<file path="config.mk">
export PLATFORM = sky130hd
export DESIGN_NAME = imem_loader_ctrl_flat
export DESIGN_NICKNAME = d
export VERILOG_FILES = /design/src/rtl/imem_loader_if.sv /design/src/rtl/imem_loader_ctrl.sv /design/src/flat_wrapper.sv
export SDC_FILE = /design/constraint.sdc
export NUM_CORES = 1
export LEC_CHECK = 0
export CAP_MARGIN = 20
export CORE_MARGIN = 2
export CORE_UTILIZATION = 55
export DETAILED_ROUTE_END_ITERATION = 8
export PLACE_DENSITY = 0.88
export SETUP_SLACK_MARGIN = 0.5
export SYNTH_ARGS = -nofsm -noshare
export SYNTH_HDL_FRONTEND = slang
export SYNTH_SLANG_ARGS = --single-unit
</file>
<file path="constraint.sdc">
create_clock -name clk_int -period 3.2 [get_ports clk_int]
set_input_delay 0.48 -clock clk_int [delete_from_list [all_inputs] [get_ports clk_int]]
set_output_delay 0.48 -clock clk_int [all_outputs]
set_load 0.02 [all_outputs]
</file>
<file path="src/rtl/imem_loader_if.sv">
// Load-port and imem-write bundle for the instruction-memory loader.
// The master side drives load bytes; the slave side is the loader itself.
interface imem_loader_if #(
  parameter int ADDR_W = 10,
  parameter int DATA_W = 40
);
  logic              load_mode;
  logic [7:0]        byte_in;
  logic              byte_strobe;
  logic              imem_we;
  logic [ADDR_W-1:0] imem_addr;
  logic [DATA_W-1:0] imem_data;
  logic              core_hold;
  logic [10:0]       word_count;
  logic [7:0]        checksum;
  logic              err_timeout;
  logic              err_partial;
  logic              err_addr;

  modport master (
    output load_mode, byte_in, byte_strobe,
    input  imem_we, imem_addr, imem_data, core_hold, word_count, checksum,
           err_timeout, err_partial, err_addr
  );

  modport slave (
    input  load_mode, byte_in, byte_strobe,
    output imem_we, imem_addr, imem_data, core_hold, word_count, checksum,
           err_timeout, err_partial, err_addr
  );
endinterface

</file>
<file path="src/rtl/imem_loader_ctrl.sv">
// Assembles 7-byte load frames (2 address bytes, 5 data bytes, MSB first)
// from a strobed byte port and issues one imem write per valid frame.
module imem_loader_ctrl #(
  parameter int ADDR_W  = 10,
  parameter int DATA_W  = 40,
  parameter int TIMEOUT = 1024
) (
  input  logic          clk_int,
  input  logic          reset_n,
  imem_loader_if.slave  bus
);

  localparam int TW = $clog2(TIMEOUT + 1);

  typedef enum logic [1:0] {IDLE, COLLECT, WRITE} state_t;

  state_t            state;
  logic [47:0]       asm_q;
  logic [2:0]        idx;
  logic [TW-1:0]     tcnt;
  logic              strobe_prev;
  logic              we_q;
  logic [ADDR_W-1:0] addr_q;
  logic [DATA_W-1:0] data_q;
  logic              hold_q;
  logic [10:0]       count_q;
  logic [7:0]        cks_q;
  logic              e_timeout, e_partial, e_addr;

  logic              edge_det;
  logic [55:0]       asm_next;
  logic              addr_ok;

  function automatic logic [7:0] frame_xor(input logic [55:0] f);
    logic [7:0] x;
    x = 8'h00;
    for (int i = 0; i < 7; i++) x = x ^ f[i*8 +: 8];
    return x;
  endfunction

  function automatic logic [10:0] sat_inc(input logic [10:0] v);
    return (v == 11'h7FF) ? v : v + 11'd1;
  endfunction

  assign edge_det = bus.byte_strobe & ~strobe_prev;
  assign asm_next = {asm_q, bus.byte_in};
  // byte0 sits in the top of the 48 bits already collected when byte 6 arrives
  assign addr_ok  = (asm_q[47:42] == 6'd0);

  always_ff @(posedge clk_int or negedge reset_n) begin
    if (!reset_n) begin
      state       <= IDLE;
      asm_q       <= '0;
      idx         <= '0;
      tcnt        <= '0;
      strobe_prev <= 1'b1;
      we_q        <= 1'b0;
      addr_q      <= '0;
      data_q      <= '0;
      hold_q      <= 1'b0;
      count_q     <= '0;
      cks_q       <= '0;
      e_timeout   <= 1'b0;
      e_partial   <= 1'b0;
      e_addr      <= 1'b0;
    end else begin
      strobe_prev <= bus.byte_strobe;
      we_q        <= 1'b0;
      case (state)
        IDLE: begin
          if (bus.load_mode) begin
            state     <= COLLECT;
            hold_q    <= 1'b1;
            count_q   <= '0;
            cks_q     <= '0;
            e_timeout <= 1'b0;
            e_partial <= 1'b0;
            e_addr    <= 1'b0;
            idx       <= '0;
            tcnt      <= '0;
          end
        end
        COLLECT: begin
          if (!bus.load_mode) begin
            if (idx != 3'd0) e_partial <= 1'b1;
            idx    <= '0;
            tcnt   <= '0;
            state  <= IDLE;
            hold_q <= 1'b0;
          end else if (edge_det) begin
            asm_q <= asm_next[47:0];
            tcnt  <= '0;
            if (idx == 3'd6) begin
              idx <= '0;
              if (addr_ok) begin
                state   <= WRITE;
                we_q    <= 1'b1;
                addr_q  <= asm_next[40 +: ADDR_W];
                data_q  <= asm_next[DATA_W-1:0];
                count_q <= sat_inc(count_q);
                cks_q   <= cks_q ^ frame_xor(asm_next);
              end else begin
                e_addr <= 1'b1;
              end
            end else begin
              idx <= idx + 3'd1;
            end
          end else if (idx != 3'd0) begin
            // a stalled partial frame is abandoned after TIMEOUT quiet cycles
            if (tcnt == TW'(TIMEOUT - 1)) begin
              idx       <= '0;
              tcnt      <= '0;
              e_timeout <= 1'b1;
            end else begin
              tcnt <= tcnt + TW'(1);
            end
          end
        end
        WRITE: begin
          if (!bus.load_mode) begin
            state  <= IDLE;
            hold_q <= 1'b0;
            idx    <= '0;
            tcnt   <= '0;
          end else begin
            state <= COLLECT;
            if (edge_det) begin
              asm_q <= asm_next[47:0];
              idx   <= 3'd1;
              tcnt  <= '0;
            end
          end
        end
        default: begin
          state  <= IDLE;
          hold_q <= 1'b0;
        end
      endcase
    end
  end

  assign bus.imem_we     = we_q;
  assign bus.imem_addr   = addr_q;
  assign bus.imem_data   = data_q;
  assign bus.core_hold   = hold_q;
  assign bus.word_count  = count_q;
  assign bus.checksum    = cks_q;
  assign bus.err_timeout = e_timeout;
  assign bus.err_partial = e_partial;
  assign bus.err_addr    = e_addr;

endmodule

</file>
<file path="src/flat_wrapper.sv">
// flat-port wrapper written by rule: the top's interface ports become plain ports
module imem_loader_ctrl_flat 
#(
  parameter int ADDR_W  = 10,
  parameter int DATA_W  = 40,
  parameter int TIMEOUT = 1024
)
  (clk_int, reset_n, bus_load_mode, bus_byte_in, bus_byte_strobe, bus_imem_we, bus_imem_addr, bus_imem_data, bus_core_hold, bus_word_count, bus_checksum, bus_err_timeout, bus_err_partial, bus_err_addr);
  imem_loader_if #(.ADDR_W(ADDR_W), .DATA_W(DATA_W)) bus_i ();
  input  logic clk_int;
  input  logic reset_n;
  input wire logic [$bits(bus_i.load_mode)-1:0] bus_load_mode;
  input wire logic [$bits(bus_i.byte_in)-1:0] bus_byte_in;
  input wire logic [$bits(bus_i.byte_strobe)-1:0] bus_byte_strobe;
  output wire logic [$bits(bus_i.imem_we)-1:0] bus_imem_we;
  output wire logic [$bits(bus_i.imem_addr)-1:0] bus_imem_addr;
  output wire logic [$bits(bus_i.imem_data)-1:0] bus_imem_data;
  output wire logic [$bits(bus_i.core_hold)-1:0] bus_core_hold;
  output wire logic [$bits(bus_i.word_count)-1:0] bus_word_count;
  output wire logic [$bits(bus_i.checksum)-1:0] bus_checksum;
  output wire logic [$bits(bus_i.err_timeout)-1:0] bus_err_timeout;
  output wire logic [$bits(bus_i.err_partial)-1:0] bus_err_partial;
  output wire logic [$bits(bus_i.err_addr)-1:0] bus_err_addr;
  assign bus_i.load_mode = bus_load_mode;
  assign bus_i.byte_in = bus_byte_in;
  assign bus_i.byte_strobe = bus_byte_strobe;
  assign bus_imem_we = bus_i.imem_we;
  assign bus_imem_addr = bus_i.imem_addr;
  assign bus_imem_data = bus_i.imem_data;
  assign bus_core_hold = bus_i.core_hold;
  assign bus_word_count = bus_i.word_count;
  assign bus_checksum = bus_i.checksum;
  assign bus_err_timeout = bus_i.err_timeout;
  assign bus_err_partial = bus_i.err_partial;
  assign bus_err_addr = bus_i.err_addr;
  imem_loader_ctrl #(.ADDR_W(ADDR_W), .DATA_W(DATA_W), .TIMEOUT(TIMEOUT)) u_core (.clk_int(clk_int), .reset_n(reset_n), .bus(bus_i));
endmodule
</file>
### Routed metal, one color a layer

Bar = 20 µm. Only two layers are drawn.
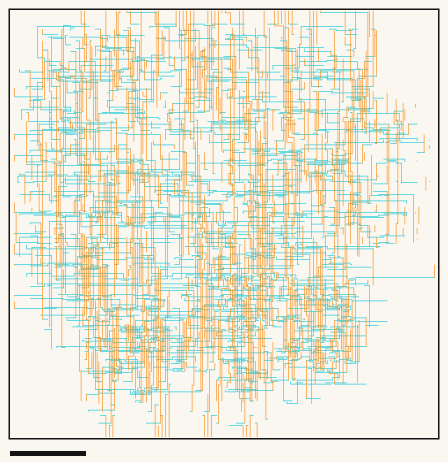
cyan -> M1  # wire length 5,750 µm
orange -> M2  # wire length 8,060 µm
total via count after detailed routing: 4,329
final routed wirelength across all metal layers: 14,700 µm
Global Route Usage Sum: 0.248
routed wirelength normalized by instance count: 20.1 µm

### Clock nets

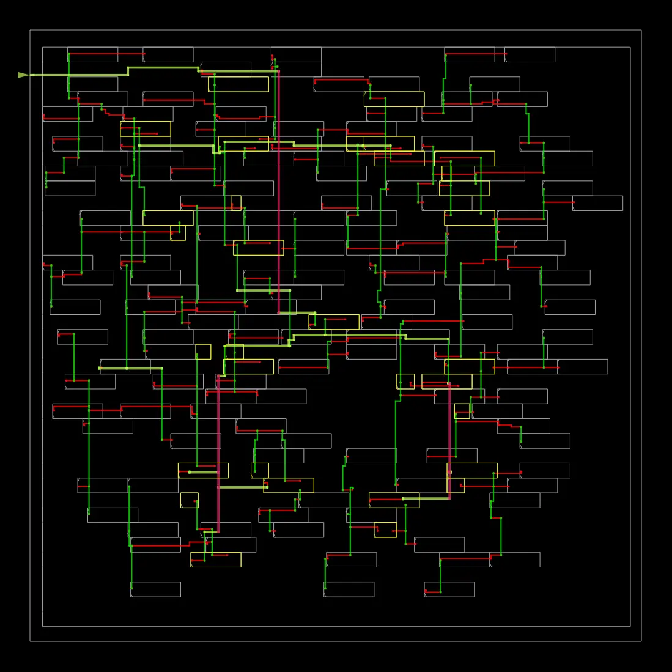
Worst Clk Skew: 0.0141 ns
sequential cell count: 139

### Metal 2

Bar = 20 µm.
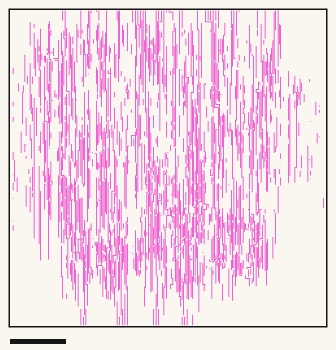
wire length on this layer = 8,060 µm
share of all routed wire = 55%
met2 track demand over resource: 0.433

==> metrics.json <==
{
  "result_of_the_run": "finished, final reports clean",
  "first_global_vias": 4553,
  "rsz0062_at_grt": "true",
  "synth_cell_type_count": 55,
  "reg_with_most_ffs": "u_core.asm_q",
  "syn-num-nets": 501,
  "drt_iter0_markers": 276,
  "routability_congestion_estimate": 0.821,
  "power_frac_clock": 0.323,
  "final.setup.worst_slack_ns": 0.595,
  "max_slew.worst_pin.slew_ns": 0.866,
  "pin_count_of_the_biggest_net_entering_global_routing": 92,
  "report.final.setup_viol": 0,
  "grt-ovfl-total": 0,
  "largest_reg_flops": 48,
  "uppermost_layer_routed": "met4",
  "compound_area_frac": 0.0486,
  "power_switching_share": 0.318,
  "final_antenna_net_count": 0,
  "min_period_ns": 2.61,
  "synth_simple_gate_area_share": 0.0984,
  "placement_rows": 39,
  "critical_path.startpoint_type": "flip-flop",
  "seqCellArea_um2": 3480,
  "detail_route.wirelength.met1_um": 5750,
  "p_seq_uw": 2420,
  "final.fill_count": 762,
  "p_sw_uw": 2010,
  "syn2layout_area_growth_pct": 25.3,
  "enable_flop_cells": 0,
  "maximum_capacitance_violations": 0,
  "cp_cell_sequence": "or4_4 > or4_4 > nor2_8 > buf_4 > mux2_2",
  "ys_ff": 139,
  "most_used_flip_flop_cell_after_synthesis": "sky130_fd_sc_hd__dfrtp_1",
  "totalPowerFinal_uw": 6330,
  "amount_of_wire_on_met3_after_detailed_routing_um": 592,
  "crit_family": "simple AND/OR/NAND/NOR gates",
  "io_buffers": 85,
  "netlist.top_cell.by_area": "sky130_fd_sc_hd__dfrtp_1",
  "post-route-util": 0.703,
  "route.detailed.drc": 0,
  "worst_path_largest_cell_delay_ns": 0.57,
  "synth.top_cell.area_share": 0.539,
  "critPathKind": "flip-flop to flip-flop",
  "mi_logic_area_um2": 2790,
  "dp_wirelength_um": 9090,
  "grt_pass1_wl_um": 24200,
  "tritoncts_clock_tree": "done",
  "syn_avg_cell_area_um2": 13.3,
  "muxShareOfSynthArea": 0.175,
  "postCtsSetupRepairBufs": 0,
  "critical_path_peak_fanout": 16,
  "antenna_violations_before_repair": 0,
  "worstSkewPairLatency_ns": 0.42,
  "initial_core_util": 0.561,
  "chip_area_line_of_the_yosys_report_um2": 6410,
  "cts_resized": 0,
  "worstPathBufferInverterCount": 1,
  "synthesis.instances": 482
}
### Supply network

Bar = 20 µm. Pins as bars on the die edge.
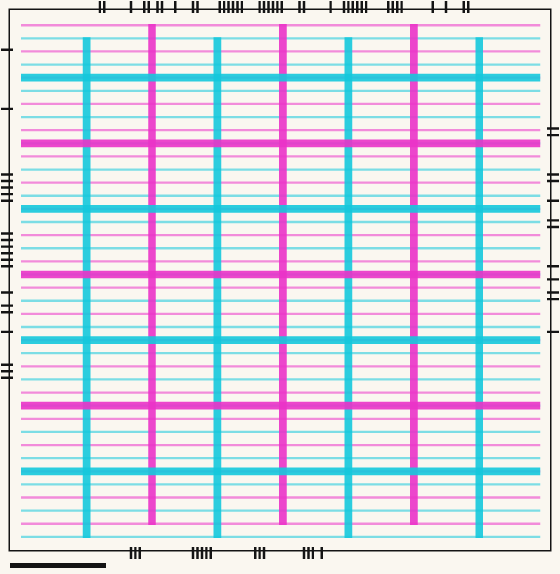
cyan -> VSS
magenta -> VDD
met5 straps = 7
signal pins = 86
die width: 112 µm
core region area: 11,400 µm²
Die Ht: 112 µm

### M3 wires

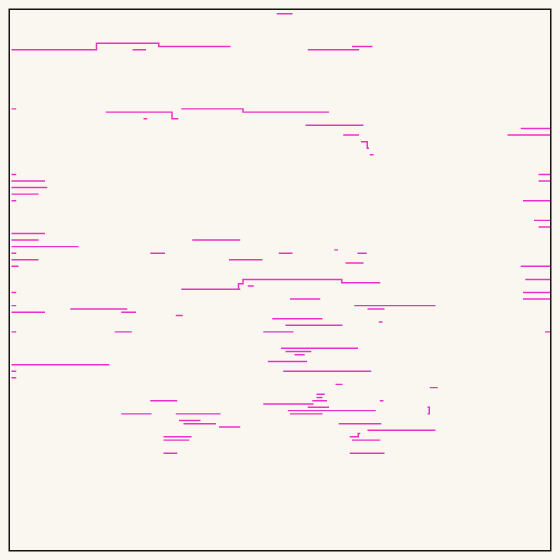
nets with wire on the layer = 71
wire length on this layer = 592 µm
share of all routed wire = 4.0%
longest straight run = 20.5 µm
met3 usage in global routing: 0.0588

[area by class of cell]
cell class                 count  area share
sequential                   139       0.433
clock buffer                  17      0.0530
clock inverter                15      0.0232
timing repair buffer          95       0.117
tap                          143      0.0223
inverter                       8     0.00374
multi-input combinational    315       0.348
[worst paths after layout]
check	start	end	slack (ns)	cells past startpoint
setup / recovery	u_core.asm_q[44]	u_core.bus.imem_data[32]	0.59	5
hold / removal	reset_n	u_core.asm_q[8]	0.13	1
setup reg to reg	u_core.asm_q[44]	u_core.bus.imem_data[32]	0.59	5
hold reg to reg	u_core.bus.imem_addr[8]	u_core.bus.imem_addr[8]	0.50	1
max in group asynchronous	reset_n	u_core.strobe_prev	2.25	2
min in group clk_int	u_core.bus.imem_addr[8]	u_core.bus.imem_addr[8]	0.50	1
